<file path="config.mk">
export PLATFORM = sky130hd
export DESIGN_NAME = usb_phy_tx
export DESIGN_NICKNAME = d
export VERILOG_FILES = /design/src/rtl/usb_phy_tx.sv
export SDC_FILE = /design/constraint.sdc
export NUM_CORES = 1
export LEC_CHECK = 0
export CAP_MARGIN = 0
export CELL_PAD_IN_SITES_DETAIL_PLACEMENT = 1
export CELL_PAD_IN_SITES_GLOBAL_PLACEMENT = 1
export CORE_MARGIN = 5
export CORE_UTILIZATION = 40
export CTS_BUF_LIST = sky130_fd_sc_hd__clkbuf_8
export DETAILED_ROUTE_END_ITERATION = 12
export DONT_BUFFER_PORTS = 1
export GPL_ROUTABILITY_DRIVEN = 0
export GPL_TIMING_DRIVEN = 0
export PLACE_DENSITY = 0.78
export REMOVE_ABC_BUFFERS = 1
export SYNTH_ARGS = -nofsm -noshare
export SYNTH_HDL_FRONTEND = slang
export SYNTH_SLANG_ARGS = --single-unit
export TNS_END_PERCENT = 30
</file>
<file path="constraint.sdc">
create_clock -name clk -period 5.1 [get_ports clk]
set_clock_uncertainty 0.05 [all_clocks]
set_input_delay 1.02 -clock clk [delete_from_list [all_inputs] [get_ports clk]]
set_output_delay 1.02 -clock clk [all_outputs]
set_load 0.02 [all_outputs]
</file>
<file path="src/rtl/usb_phy_tx.sv">
// USB PHY transmit serializer: SYNC, NRZI, bit stuffing, abort and EOP onto dp/dm.
// Optional macro USB_PHY_TX_LS_EN adds an ls input that swaps J/K for low speed.
module usb_phy_tx #(
   parameter int CLK_DIV = 4
) (
   input  logic       clk,
   input  logic       rst,
`ifdef USB_PHY_TX_LS_EN
   input  logic       ls,
`endif
   input  logic       tx_lp_sop,
   input  logic       tx_lp_eop,
   input  logic       tx_lp_valid,
   output logic       tx_lp_ready,
   input  logic [7:0] tx_lp_data,
   input  logic       tx_lp_cancle,
   output logic       dp,
   output logic       dm,
   output logic       tx_oe,
   output logic       tx_abort,
   output logic       tx_err
);
   localparam int DW = $clog2(CLK_DIV);
   localparam logic [DW-1:0] DIV_LAST = DW'(CLK_DIV - 1);

   typedef enum logic [2:0] {S_IDLE, S_SYNC, S_DATA, S_ABORT, S_EOP} state_t;

   state_t        state_reg;
   logic [DW-1:0] div_reg;
   logic [2:0]    bit_reg;
   logic [2:0]    ones_reg;
   logic [7:0]    hold_data_reg;
   logic          hold_full_reg;
   logic          hold_eop_reg;
   logic [6:0]    shift_reg;
   logic [2:0]    left_reg;
   logic          shift_last_reg;
   logic          eop_acc_reg;
   logic          cancel_reg;
   logic          line_j_reg;
   logic          ls_reg;
   logic          abort_reg;

   logic       ls_in;
   logic       in_pkt, accept, cancel_now, cancel_any, tick, take_new;
   logic       load_full, load_eop, dbit, data_j;
   logic [7:0] load_data;
   logic [2:0] ones_inc;

`ifdef USB_PHY_TX_LS_EN
   assign ls_in = ls;
`else
   assign ls_in = 1'b0;
`endif

   // j=1 means the line is in the J state; low speed inverts the pad polarity.
   function automatic logic [1:0] line_sym(input logic j, input logic se0, input logic low_speed);
      if (se0)
         return 2'b00;
      return (j ^ low_speed) ? 2'b10 : 2'b01;
   endfunction

   assign in_pkt      = (state_reg == S_SYNC) || (state_reg == S_DATA);
   assign tx_lp_ready = (state_reg == S_IDLE) ||
                        (in_pkt && !hold_full_reg && !eop_acc_reg && !cancel_reg);
   assign accept      = tx_lp_valid && tx_lp_ready;
   assign cancel_now  = tx_lp_cancle && in_pkt && !cancel_reg;
   assign cancel_any  = cancel_now || cancel_reg;
   assign tick        = (div_reg == DIV_LAST);
   assign take_new    = accept && in_pkt && !cancel_now;
   assign tx_abort    = abort_reg || cancel_now;

   // A byte arriving exactly on a byte boundary bypasses the holding register.
   assign load_full = hold_full_reg || take_new;
   assign load_data = hold_full_reg ? hold_data_reg : tx_lp_data;
   assign load_eop  = hold_full_reg ? hold_eop_reg : tx_lp_eop;
   assign dbit      = (left_reg != 3'd0) ? shift_reg[0] : load_data[0];
   assign data_j    = dbit ? line_j_reg : ~line_j_reg;
   assign ones_inc  = dbit ? ones_reg + 3'd1 : 3'd0;

   always_ff @(posedge clk) begin
      if (rst) begin
         state_reg      <= S_IDLE;
         div_reg        <= '0;
         bit_reg        <= 3'd0;
         ones_reg       <= 3'd0;
         hold_data_reg  <= 8'd0;
         hold_full_reg  <= 1'b0;
         hold_eop_reg   <= 1'b0;
         shift_reg      <= 7'd0;
         left_reg       <= 3'd0;
         shift_last_reg <= 1'b0;
         eop_acc_reg    <= 1'b0;
         cancel_reg     <= 1'b0;
         line_j_reg     <= 1'b1;
         ls_reg         <= ls_in;
         {dp, dm}       <= line_sym(1'b1, 1'b0, ls_in);
         tx_oe          <= 1'b0;
         abort_reg      <= 1'b0;
         tx_err         <= 1'b0;
      end else begin
         abort_reg <= 1'b0;
         tx_err    <= 1'b0;
         div_reg   <= tick ? '0 : div_reg + DW'(1);

         if (cancel_now) begin
            cancel_reg    <= 1'b1;
            hold_full_reg <= 1'b0;
         end else if (take_new) begin
            hold_data_reg <= tx_lp_data;
            hold_eop_reg  <= tx_lp_eop;
            hold_full_reg <= 1'b1;
            if (tx_lp_eop)
               eop_acc_reg <= 1'b1;
            if (tx_lp_sop)
               tx_err <= 1'b1;
         end

         case (state_reg)
            S_IDLE: begin
               ls_reg        <= ls_in;
               line_j_reg    <= 1'b1;
               {dp, dm}      <= line_sym(1'b1, 1'b0, ls_in);
               tx_oe         <= 1'b0;
               cancel_reg    <= 1'b0;
               eop_acc_reg   <= 1'b0;
               hold_full_reg <= 1'b0;
               if (accept) begin
                  if (tx_lp_sop) begin
                     state_reg      <= S_SYNC;
                     div_reg        <= '0;
                     bit_reg        <= 3'd0;
                     ones_reg       <= 3'd0;
                     left_reg       <= 3'd0;
                     shift_last_reg <= 1'b0;
                     hold_data_reg  <= tx_lp_data;
                     hold_eop_reg   <= tx_lp_eop;
                     hold_full_reg  <= 1'b1;
                     eop_acc_reg    <= tx_lp_eop;
                     line_j_reg     <= 1'b0;
                     {dp, dm}       <= line_sym(1'b0, 1'b0, ls_in);
                     tx_oe          <= 1'b1;
                  end else begin
                     tx_err <= 1'b1;
                  end
               end
            end
            S_SYNC, S_DATA: if (tick) begin
               // Priority at a bit boundary: cancel, SYNC pattern, stuff, data, end of packet, underrun.
               if (cancel_any) begin
                  state_reg     <= S_ABORT;
                  bit_reg       <= 3'd0;
                  hold_full_reg <= 1'b0;
               end else if ((state_reg == S_SYNC) && (bit_reg != 3'd7)) begin
                  bit_reg <= bit_reg + 3'd1;
                  if (bit_reg == 3'd6) begin
                     ones_reg <= 3'd1;
                  end else begin
                     line_j_reg <= ~line_j_reg;
                     {dp, dm}   <= line_sym(~line_j_reg, 1'b0, ls_reg);
                  end
               end else if (ones_reg == 3'd6) begin
                  line_j_reg <= ~line_j_reg;
                  {dp, dm}   <= line_sym(~line_j_reg, 1'b0, ls_reg);
                  ones_reg   <= 3'd0;
               end else if (left_reg != 3'd0) begin
                  line_j_reg <= data_j;
                  {dp, dm}   <= line_sym(data_j, 1'b0, ls_reg);
                  ones_reg   <= ones_inc;
                  shift_reg  <= {1'b0, shift_reg[6:1]};
                  left_reg   <= left_reg - 3'd1;
               end else if (shift_last_reg) begin
                  state_reg <= S_EOP;
                  bit_reg   <= 3'd0;
                  {dp, dm}  <= 2'b00;
               end else if (load_full) begin
                  line_j_reg     <= data_j;
                  {dp, dm}       <= line_sym(data_j, 1'b0, ls_reg);
                  ones_reg       <= ones_inc;
                  shift_reg      <= load_data[7:1];
                  left_reg       <= 3'd7;
                  shift_last_reg <= load_eop;
                  hold_full_reg  <= 1'b0;
                  state_reg      <= S_DATA;
               end else begin
                  state_reg <= S_ABORT;
                  bit_reg   <= 3'd0;
                  abort_reg <= 1'b1;
               end
            end
            S_ABORT: if (tick) begin
               if (bit_reg == 3'd6) begin
                  state_reg <= S_EOP;
                  bit_reg   <= 3'd0;
                  {dp, dm}  <= 2'b00;
               end else begin
                  bit_reg <= bit_reg + 3'd1;
               end
            end
            S_EOP: if (tick) begin
               if (bit_reg == 3'd0) begin
                  bit_reg <= 3'd1;
               end else if (bit_reg == 3'd1) begin
                  bit_reg    <= 3'd2;
                  line_j_reg <= 1'b1;
                  {dp, dm}   <= line_sym(1'b1, 1'b0, ls_reg);
               end else begin
                  state_reg <= S_IDLE;
                  tx_oe     <= 1'b0;
               end
            end
            default: state_reg <= S_IDLE;
         endcase
      end
   end
endmodule
</file>
Placed cells, one colour a class:
Scale bar: 20 µm.
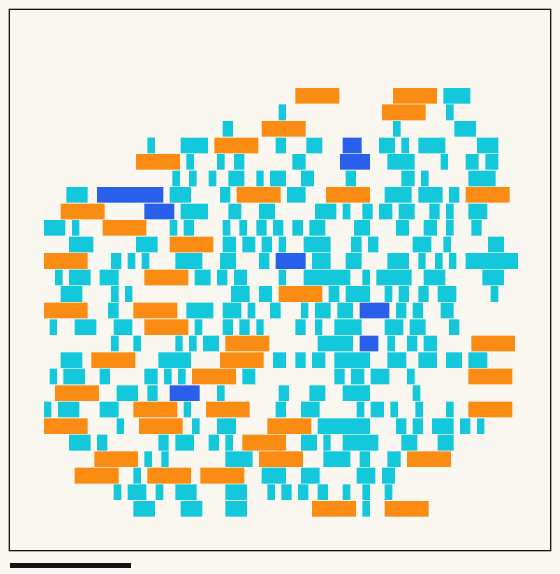
- combinational and other logic: cyan (cells 234; share of their area 64%)
- sequential cells: orange (cells 40; share of their area 32%)
- clock drivers and dummy loads: blue (cells 8; share of their area 4.6%)
utilization of the core after routing: 43.6%
final standard cell area without fillers: 0.00261 mm²
Core Area: 0.00599 mm²
share of cell area taken by flip-flops and latches: 30.7%

Metal layers overlaid:
Two of the layers only.
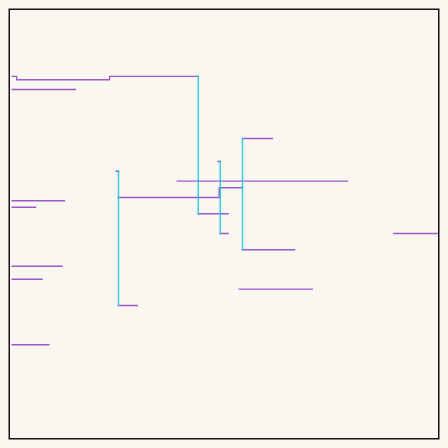
- metal 3: purple (wire length 210 µm)
- metal 4: cyan (wire length 94.5 µm)

==> run summary <==
Quick summary of the implementation run below.

The run finished with clean final reports. The post-detailed-route wirelength per cell is 17.2 µm. The maximum clock rate came out at 297 MHz. After clock tree synthesis, the flow added hold-fix buffers numbering 0. The number of sinks handled by clock tree synthesis is 40.

The floorplan step set the die width to 88.9 µm. The total iterations of the first detailed-routing run is 4. The total placed cells including tap cells came out at 349. After detailed routing, the total wire length is 6140 µm. The part of the Yosys area used for sequential elements is 32.1%.

After synthesis, the share of flip-flops with an asynchronous set or reset is 0%. The xor/xnor cell area share of the yosys netlist is 1.31%. The number of setup buffers added after CTS is 0.

The antenna diode count is 0. The final timing report lists a max-slew violation count of 0. The clock latency at the later pin of the worst-skew pair is 0.31 ns. During placement, the flow inserted port buffers numbering 0. Yosys reported a register bit count of 40. Note that the worst hold path type here is flip-flop to flip-flop.

The max-capacitance violation count came out at 0. From bottom edge to top edge, the die measures 88.9 µm. Logic depth along the worst register-to-register path is recorded as 5.

The number of hold-slack violations in the final timing report came out at 0. The number of different library cells in the post-synthesis netlist came out at 65. Before placement the cells fill 41.6% of the core. The area reported by Yosys stat came out at 0.00249 mm². The fraction of synthesized area in multiplexers came out at 8.13%.

The commonest register cell is dfxtp_1. The timing report gives the clock slew at the launch and capture registers of the worst setup and hold paths as 0.09 ns. The post-synthesis share of cell area spent on and, or, nand and nor gates is 23.5%. The post-cts gate resize count is 0.

The maximum fanout count along the critical path came out at 23. The cell total in the yosys stat output came out at 289. The total congestion overflow came out at 0. The leakage power of the design is 0.000978 µW. Yosys mapped a number of flops with a built-in enable equal to 0. In the final report, the number of endpoints failing setup comes to 0.

Data arrives at the worst endpoint at 2.29 ns. After floorplanning, the die was sized to cover 0.00791 mm².
[worst max path at each step]
stage / startpoint / slack [ns] / depth (start not counted) / to
5_1_grt: state_reg[2] / 1.58 / 4 / tx_abort
3_3_place_gp: state_reg[2] / 2.08 / 4 / tx_abort
2_1_floorplan: tx_lp_cancle / 2.49 / 6 / shift_reg[6]
4_1_cts: state_reg[2] / 1.73 / 4 / tx_abort
6_report: state_reg[2] / 1.74 / 4 / tx_abort
3_5_place_dp: state_reg[2] / 2.00 / 5 / shift_reg[6]
[power by group]
part	switching, µW	internal (µW)	total (µW)
Sequential	33.2	334	367
Combinational	125	81.9	207
Clock	128	148	276
[cell families (layout without fill, tap and decap cells)]
group,after synthesis,count (layout)
and+or+nand+nor,104,104
adders and majority gates,13,13
muxes,20,20
xor gates and xnor gates,2,2
buffers and inverters,29,22
AOI/OAI and AO/OA,81,81
DFF,40,40
[metrics by stage]
step	util (%)	cell area, µm²	hold WS (ns)	total power, µW	setup slack [ns]
after floorplan	-	2400	0.354	531	2.49
after global placement	41.6	2490	0.360	575	2.08
after detailed placement	41.6	2490	0.390	583	2.00
after CTS	43.5	2610	0.403	857	1.73
after global routing	43.6	2610	0.421	898	1.58
final	43.6	2610	0.391	851	1.74
[per-layer routing]
layer  GRT usage, %  up-vias  part of all wire (%)  wire length [µm]
li1               -     1032                     -                 -
met1           21.7     1051                    45              2730
met2           27.3       20                    51              3100
met3           3.41       10                   3.4               209
met4           5.68        0                   1.5                94
met5              0        -                     0                 0
[cell usage after synthesis, drive strengths merged, types with 2 or more instances]
cell | count | area, µm²
buf | 9 | 71.3
inv | 14 | 52.6
o31ai | 2 | 15.0
o32ai | 2 | 17.5
nor2 | 35 | 141
o21bai | 2 | 15.0
nor2b | 4 | 25.0
mux2 | 2 | 22.5
a31oi | 6 | 43.8
nand4 | 2 | 12.5
and2 | 5 | 32.5
maj3 | 3 | 31.3
o21ai | 12 | 60.1
nand2 | 25 | 93.8
nand2b | 2 | 12.5
nor3b | 4 | 35.0
nor4 | 3 | 40.0
a211oi | 5 | 37.5
nor3 | 8 | 51.3
dfxtp | 40 | 801
mux2i | 18 | 180
a2111oi | 2 | 23.8
clkbuf | 6 | 22.5
nand3b | 3 | 22.5
ha | 10 | 125
nor4b | 2 | 47.6
a22o | 2 | 17.5
or3 | 3 | 18.8
a211o | 9 | 78.8
a21oi | 24 | 120
o21a | 2 | 15.0
nand3 | 5 | 30.0
a311oi | 2 | 17.5
[critical path, cell delays in order, from the launching register on]
cell and delay, ns:
dfxtp_1 0.97, inv_2 0.24, nand2_1 0.38, nor2_1 0.13
a21o_1 0.27
[final cells by class]
type	count	area, µm²
multi-input cells	220	1550
flip-flops and latches	40	801
clock buffers	5	68.8
well taps	75	93.8
clock inverters	3	47.5
inverters	14	52.6
fillers	739	3380
Power figures rest on the tool's default switching activity, not on a simulated workload.
